gate_families.png
Bar = 20 um.
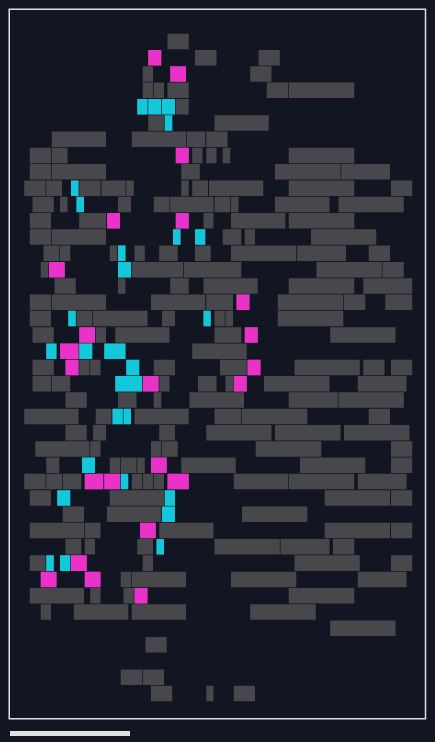
density.png
The die is cut into 7 by 12 equal tiles; black is low, pale yellow is high, 0 to 100% covered.
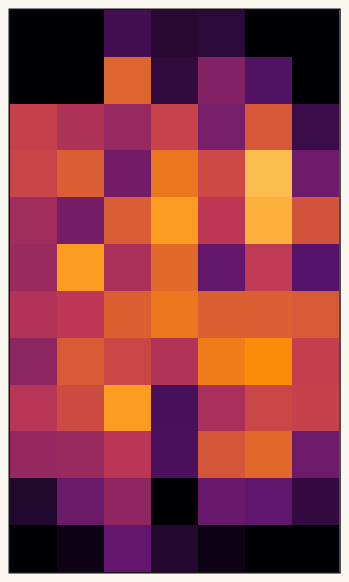
met3.png
Bar = 20 um.
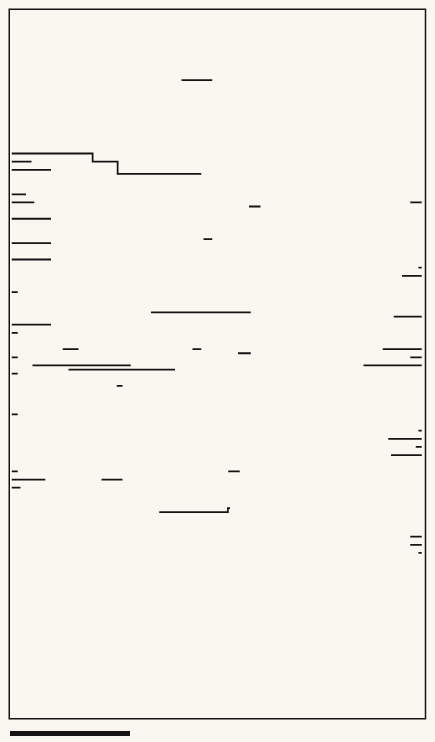
--- config.mk ---
export PLATFORM = sky130hd
export DESIGN_NAME = bcd_st_timing_fifo_adt
export DESIGN_NICKNAME = d
export VERILOG_FILES = /design/src/rtl/bcd_st_pkg.sv /design/src/rtl/bcd_st_fifo_mem.sv /design/src/rtl/bcd_st_timing_fifo_adt.sv
export SDC_FILE = /design/constraint.sdc
export NUM_CORES = 1
export LEC_CHECK = 0
export CORE_ASPECT_RATIO = 1.75
export CORE_MARGIN = 2
export CORE_UTILIZATION = 35
export DETAILED_ROUTE_END_ITERATION = 7
export HOLD_SLACK_MARGIN = 0.08
export SETUP_SLACK_MARGIN = 0.4
export SLEW_MARGIN = 20
export SYNTH_ARGS = -nofsm -noshare
export SYNTH_HDL_FRONTEND = slang
export SYNTH_SLANG_ARGS = --single-unit
--- constraint.sdc ---
create_clock -name clk -period 3.7 [get_ports clk]
set_input_delay 1.11 -clock clk [delete_from_list [all_inputs] [get_ports clk]]
set_output_delay 1.11 -clock clk [all_outputs]
set_load 0.05 [all_outputs]
--- src/rtl/bcd_st_pkg.sv ---
// Shared definitions for the BCD Avalon-ST adapters.
// Provides the width helper used to size pointers and occupancy counters,
// plus the readyLatency values the adapters are built around.
package bcd_st_pkg;

    // Both sides of the timing adapter use readyLatency 0.
    localparam int unsigned RDY_LAT_IN  = 32'd0;
    localparam int unsigned RDY_LAT_OUT = 32'd0;

    // Ceiling log2; clog2(1) = 0. Written as a bounded loop so it can be
    // evaluated in constant (parameter) context by any tool.
    function automatic int unsigned clog2(input int unsigned value);
        int unsigned v;
        int unsigned r;
        v = (value > 32'd0) ? (value - 32'd1) : 32'd0;
        r = 32'd0;
        for (int i = 0; i < 32; i++) begin
            if (v != 32'd0) begin
                r = r + 32'd1;
                v = v >> 1;
            end else begin
                r = r;
            end
        end
        return r;
    endfunction

endpackage

--- src/rtl/bcd_st_fifo_mem.sv ---
// Payload storage for the timing adapter: DEPTH entries of DATA_W bits,
// one synchronous write port and one asynchronous read port. The array is
// deliberately not reset; occupancy tracking in the parent decides which
// entries are meaningful.
//   clk      clock
//   we_i     write enable
//   waddr_i  write address
//   wdata_i  write payload
//   raddr_i  read address
//   rdata_o  read payload (combinational from the array)
module bcd_st_fifo_mem
    import bcd_st_pkg::*;
#(
    parameter int unsigned DATA_W = 8,
    parameter int unsigned DEPTH  = 4,
    localparam int unsigned AW    = clog2(DEPTH)
) (
    input  logic              clk,
    input  logic              we_i,
    input  logic [AW-1:0]     waddr_i,
    input  logic [DATA_W-1:0] wdata_i,
    input  logic [AW-1:0]     raddr_i,
    output logic [DATA_W-1:0] rdata_o
);

    logic [DATA_W-1:0] mem_q [DEPTH];

    // Storage write port.
    always_ff @(posedge clk) begin
        if (we_i) begin
            mem_q[waddr_i] <= wdata_i;
        end
    end

    assign rdata_o = mem_q[raddr_i];

endmodule

--- src/rtl/bcd_st_timing_fifo_adt.sv ---
// Avalon-ST timing adapter with a DEPTH-entry elastic buffer.
// Absorbs downstream backpressure; when the source cannot be backpressured
// (USE_IN_READY=0) a beat arriving at a full buffer with no pop is dropped,
// flagged in a sticky overflow bit and counted in a saturating counter.
//   clk / reset_n           clock, async active-low reset
//   in_valid/in_data/in_ready     upstream beat interface
//   out_valid/out_data/out_ready  downstream beat interface
//   fill                    current occupancy, 0..DEPTH
//   overflow / drop_count   drop reporting, cleared by clr_overflow
//   clr_overflow            synchronous clear of the drop reporting
module bcd_st_timing_fifo_adt
    import bcd_st_pkg::*;
#(
    parameter int unsigned DATA_W       = 8,
    parameter int unsigned DEPTH        = 4,
    parameter bit          USE_IN_READY = 1'b0,
    parameter int unsigned CNT_W        = 16,
    localparam int unsigned FILL_W      = clog2(DEPTH + 32'd1),
    localparam int unsigned PTR_W       = clog2(DEPTH)
) (
    input  logic              clk,
    input  logic              reset_n,
    input  logic              in_valid,
    input  logic [DATA_W-1:0] in_data,
    output logic              in_ready,
    output logic              out_valid,
    output logic [DATA_W-1:0] out_data,
    input  logic              out_ready,
    output logic [FILL_W-1:0] fill,
    output logic              overflow,
    output logic [CNT_W-1:0]  drop_count,
    input  logic              clr_overflow
);

    localparam logic [FILL_W-1:0] FULL_LVL = FILL_W'(DEPTH);
    localparam logic [CNT_W-1:0]  CNT_MAX  = {CNT_W{1'b1}};

    logic [PTR_W-1:0]  wr_ptr_q, wr_ptr_d;
    logic [PTR_W-1:0]  rd_ptr_q, rd_ptr_d;
    logic [FILL_W-1:0] fill_q, fill_d;
    logic              overflow_q, overflow_d;
    logic [CNT_W-1:0]  drop_cnt_q, drop_cnt_d;

    logic full_s;
    logic empty_s;
    logic push_s;
    logic pop_s;
    logic drop_s;

    assign full_s  = (fill_q == FULL_LVL);
    assign empty_s = (fill_q == '0);
    assign pop_s   = !empty_s && out_ready;

    // Push/drop decision. With backpressure the full test uses registered
    // state only, so a full buffer refuses even if it is popped this cycle.
    // Without backpressure a simultaneous pop frees the slot for the beat.
    always_comb begin
        push_s = 1'b0;
        drop_s = 1'b0;
        if (USE_IN_READY) begin
            push_s = in_valid && !full_s;
            drop_s = 1'b0;
        end else begin
            push_s = in_valid && (!full_s || pop_s);
            drop_s = in_valid && full_s && !pop_s;
        end
    end

    // Next-state for pointers, occupancy and drop reporting.
    always_comb begin
        wr_ptr_d   = wr_ptr_q;
        rd_ptr_d   = rd_ptr_q;
        fill_d     = fill_q;
        overflow_d = overflow_q;
        drop_cnt_d = drop_cnt_q;

        // Pointers wrap naturally because DEPTH is a power of two.
        if (push_s) begin
            wr_ptr_d = wr_ptr_q + PTR_W'(1);
        end else begin
            wr_ptr_d = wr_ptr_q;
        end
        if (pop_s) begin
            rd_ptr_d = rd_ptr_q + PTR_W'(1);
        end else begin
            rd_ptr_d = rd_ptr_q;
        end

        case ({push_s, pop_s})
            2'b10:   fill_d = fill_q + FILL_W'(1);
            2'b01:   fill_d = fill_q - FILL_W'(1);
            default: fill_d = fill_q;
        endcase

        // A clear wins over a drop in the same cycle; that drop is lost.
        if (clr_overflow) begin
            overflow_d = 1'b0;
            drop_cnt_d = '0;
        end else if (drop_s) begin
            overflow_d = 1'b1;
            if (drop_cnt_q != CNT_MAX) begin
                drop_cnt_d = drop_cnt_q + CNT_W'(1);
            end else begin
                drop_cnt_d = drop_cnt_q;
            end
        end else begin
            overflow_d = overflow_q;
            drop_cnt_d = drop_cnt_q;
        end
    end

    // State registers; reset empties the buffer and clears drop reporting.
    always_ff @(posedge clk or negedge reset_n) begin
        if (!reset_n) begin
            wr_ptr_q   <= '0;
            rd_ptr_q   <= '0;
            fill_q     <= '0;
            overflow_q <= 1'b0;
            drop_cnt_q <= '0;
        end else begin
            wr_ptr_q   <= wr_ptr_d;
            rd_ptr_q   <= rd_ptr_d;
            fill_q     <= fill_d;
            overflow_q <= overflow_d;
            drop_cnt_q <= drop_cnt_d;
        end
    end

    bcd_st_fifo_mem #(
        .DATA_W (DATA_W),
        .DEPTH  (DEPTH)
    ) u_mem (
        .clk     (clk),
        .we_i    (push_s),
        .waddr_i (wr_ptr_q),
        .wdata_i (in_data),
        .raddr_i (rd_ptr_q),
        .rdata_o (out_data)
    );

    // All outputs below derive from registered state only.
    assign in_ready   = USE_IN_READY ? !full_s : 1'b1;
    assign out_valid  = !empty_s;
    assign fill       = fill_q;
    assign overflow   = overflow_q;
    assign drop_count = drop_cnt_q;

endmodule

==> results.sh <==
# source this file to load flow results
export IMPL_synth_simple_area_share_pct=15.0
export IMPL_dp_slack_ns=0.441
export IMPL_area_growth_pct=25.8
export IMPL_critPathSlowestCell="clkdlybuf4s50_1"
export IMPL_drive_above_1_share_pct=11.5
export IMPL_hold_path_class="flop to flop"
export IMPL_die_y_um=118
export IMPL_worstSetupPathType="flop to output pin"
export IMPL_synthXorXnorAreaFrac_pct=1.68
export IMPL_power_density_mw_per_mm2=669
export IMPL_io_pins=43
export IMPL_ys_chip_area_sq_mm=0.00260
export IMPL_antennaDiodeCount=0
export IMPL_die_w_um=69.2
export IMPL_p_int_mw=1.37
export IMPL_wire_per_inst_um=16.2
export IMPL_hold_violations=0
export IMPL_rsz0062_at_grt="false"
export IMPL_numCtsBuffers=5
export IMPL_dpl_hpwl_um=3860
export IMPL_synthFlopType="edfxtp_1"
export IMPL_cp_max_fo=9
export IMPL_clock_latency_ns=0.29
export IMPL_dpl_cell_area_sq_mm=0.00313
export IMPL_synth_flops=56
export IMPL_fp_coreArea_sq_mm=0.00723
export IMPL_endpoint_kind="output pin"
export IMPL_layout_top_cell="clkdlybuf4s50_1"
export IMPL_worst_endpoint_arrival_ns=2.10
export IMPL_grt_pass1_wl_um=8980
export IMPL_first_global_vias=1794
export IMPL_power_leakage_nw=1.18
export IMPL_utilization_pct=45.3
export IMPL_yosysWarnings=0
export IMPL_gp_congestion=0.816
export IMPL_fp_util_pct=36.0
export IMPL_final_antenna_net_count=0
export IMPL_synthCells=196
export IMPL_edf_count=32
export IMPL_htreeDepth=2
export IMPL_final_max_slew_viol_count=0
export IMPL_nFillCells=663
export IMPL_pwr_share_seq_pct=40.9
export IMPL_irDropWorstVdd_uv=244
export IMPL_final_cell_area_sq_mm=0.00328
export IMPL_status="complete, no violations"
export IMPL_ys_cells=196
export IMPL_setup_viol=0
export IMPL_syn_avg_cell_area_sq_um=13.3
export IMPL_clock_root_buffer="clkbuf_16"
export IMPL_setup_ws_ns=0.485
export IMPL_setup_tns_ns=0
export IMPL_clockBufferDepth=2
export IMPL_pwr_share_comb_pct=37.7
export IMPL_path_clk_slew_ns=0.07
export IMPL_antenna_found_initial=0
export IMPL_grt_use_total_pct=13.7
export IMPL_first_iter_violations=115
export IMPL_slew_headroom_pct=66.1
export IMPL_min_period_ns=3.21
export IMPL_cp_start_kind="flop"
export IMPL_ys_types=48
export IMPL_drtPass1Iterations=4
export IMPL_ys_seq_share_pct=59.9
export IMPL_synthArstFlopShare_pct=42.9
export IMPL_grt_max_degree=25
export IMPL_drc_errors=0
export IMPL_row_count=41
export IMPL_max_stage_delay_ns=0.71
export IMPL_grt_remaining_overflow=0
export IMPL_fp_nets=215
export IMPL_area_leaders="edfxtp_1, dfrtp_1, mux4_2, or4_1, a21oi_1"
export IMPL_maxCapViolCount=0
export IMPL_power_mw=2.19
export IMPL_switching_share_pct=37.6
export IMPL_syn_cell_area_sq_mm=0.00260
export IMPL_post_cts_buffers=0
export IMPL_via_per_inst=5.43
export IMPL_cp_required_ns=2.59
export IMPL_p_clk_share_pct=21.5
export IMPL_mux_share_pct=8.12
export IMPL_timing_fmax_mhz=311
export IMPL_final_cell_mix="clkdlybuf4s50_1, edfxtp_1, dfrtp_1, a21oi_1, nand2_1"
export IMPL_yosysTopAreaCell="edfxtp_1"
export IMPL_cts_tree="done"
export IMPL_cts_sinks=56
export IMPL_final_nets=261
export IMPL_aoi_share_pct=9.65
export IMPL_clock_skew_ns=0.00797
export IMPL_period_used_pct=86.9
export IMPL_die_area_sq_mm=0.00818
export IMPL_path_cells="mux4_2 > clkdlybuf4s50_1"
export IMPL_fa_ha_area_share_pct=3.17
export IMPL_synth_top_area_share_pct=36.9
export IMPL_warning_count=29
export IMPL_port_buffers=41
export IMPL_p_switching_uw=825
export IMPL_worst_slew_pin_slew_ns=0.507
export IMPL_synthTopLogicFamily="simple AND/OR/NAND/NOR gates"
Back to the opening pictures, gate_families.png:
Key: AND and OR gates = magenta [cells 23]; NAND gates = cyan [cells 27]

Back to the opening pictures, density.png:
13% of the tiles are nearly empty. 6.0% of the tiles are over 75% full. The fullest tile reaches 86%.

Back to the opening pictures, met3.png:
37 nets have wire on it. The longest straight run is 17.5 um. The wires run mostly horizontal.
detailed-route wire length: 5340 um
met3 Usage GRT: 2.40%
DR vias: 1787

-- Yosys cell counts (2+ instances only) --
cell and count:
a21oi_1 13, and2_1 6, and4_1 2, buf_2 2
clkbuf_1 3, dfrtp_1 24, edfxtp_1 32, ha_1 5
inv_1 7, mux2i_1 2, mux4_2 8, nand2_1 11
nand2b_1 3, nand3_1 6, nand4_1 4, nor2_1 5
nor2b_1 2, nor3_1 3, nor4_1 2, o21ai_0 9
o31ai_1 8, or3_1 2, or4_1 9, xnor2_1 3
xor2_1 2
-- power groups by stage --
stage	sequential [mW]	combinational, mW	clock [mW]
finish	0.896	0.827	0.471
global route	0.917	0.884	0.508
CTS	0.904	0.840	0.485
detailed placement	0.916	0.838	0
global placement	0.909	0.831	0
floorplan	0.909	0.574	0
-- layer usage --
metal	wire length, um	global-route usage [%]	up-vias
li1	-	-	850
met1	2150	15.3	876
met2	2870	25.3	50
met3	206	2.40	11
met4	115	5.64	0
met5	0	0	-
-- path summary, 6_finish.rpt --
check / start / to / slack, ns / cells after the start
setup / recovery: rd_ptr_q[0] / out_data[2] / 0.49 / 2
max in group asynchronous: reset_n / rd_ptr_q[0] / 2.25 / 2
setup reg to reg: fill[1] / fill[1] / 1.42 / 7
min in group asynchronous: reset_n / fill[2] / 1.18 / 2
hold / removal: overflow / overflow / 0.53 / 2
hold reg to reg: overflow / overflow / 0.53 / 2
-- sequential cells by signal, indices dropped and copies added, names as in the netlist --
name,cells
fill,3
overflow,1
drop_count,16
u_mem.mem_q,32
rd_ptr_q,2
wr_ptr_q,2
-- through the flow --
step / hold slack, ns / instances
after floorplan: 0.580 / 196
after global placement: 0.505 / 321
after detailed placement: 0.524 / 321
after CTS: 0.543 / 329
after global routing: 0.573 / 329
final: 0.531 / 329
-- area by class of cell --
class                   count  area [sq um]  area share, %
repair buffers             46           450           13.7
flip-flops and latches     56          1560           47.7
well taps                  86           108           3.28
inverters                   7          26.3          0.802
clock inverters             3          21.3          0.649
clock buffers               5           125           3.82
multi-input cells         126           985           30.0
-- cell families (layout without fill, tap and decap cells) --
group	Yosys count	after routing
buffers and inverters	14	61
multiplexers	11	11
AND/OR/NAND/NOR	63	63
XOR/XNOR	5	5
other	1	1
flip-flops	56	56
AND-OR/OR-AND	40	40
adder cells (fa/ha/maj)	6	6
-- critical path, delay by kind of cell (launching register included) --
family / cells / cell delay (ns)
buffers and inverters: 1 / 0.71
DFF: 1 / 0.55
muxes: 1 / 0.55
-- repair_timing --
item	4_1_cts	5_1_grt
cloned	0	0
setup endpoints to repair	8	1
gates resized	1	1
hold buffers	0	0
Power figures rest on the tool's default switching activity, not on a simulated workload.
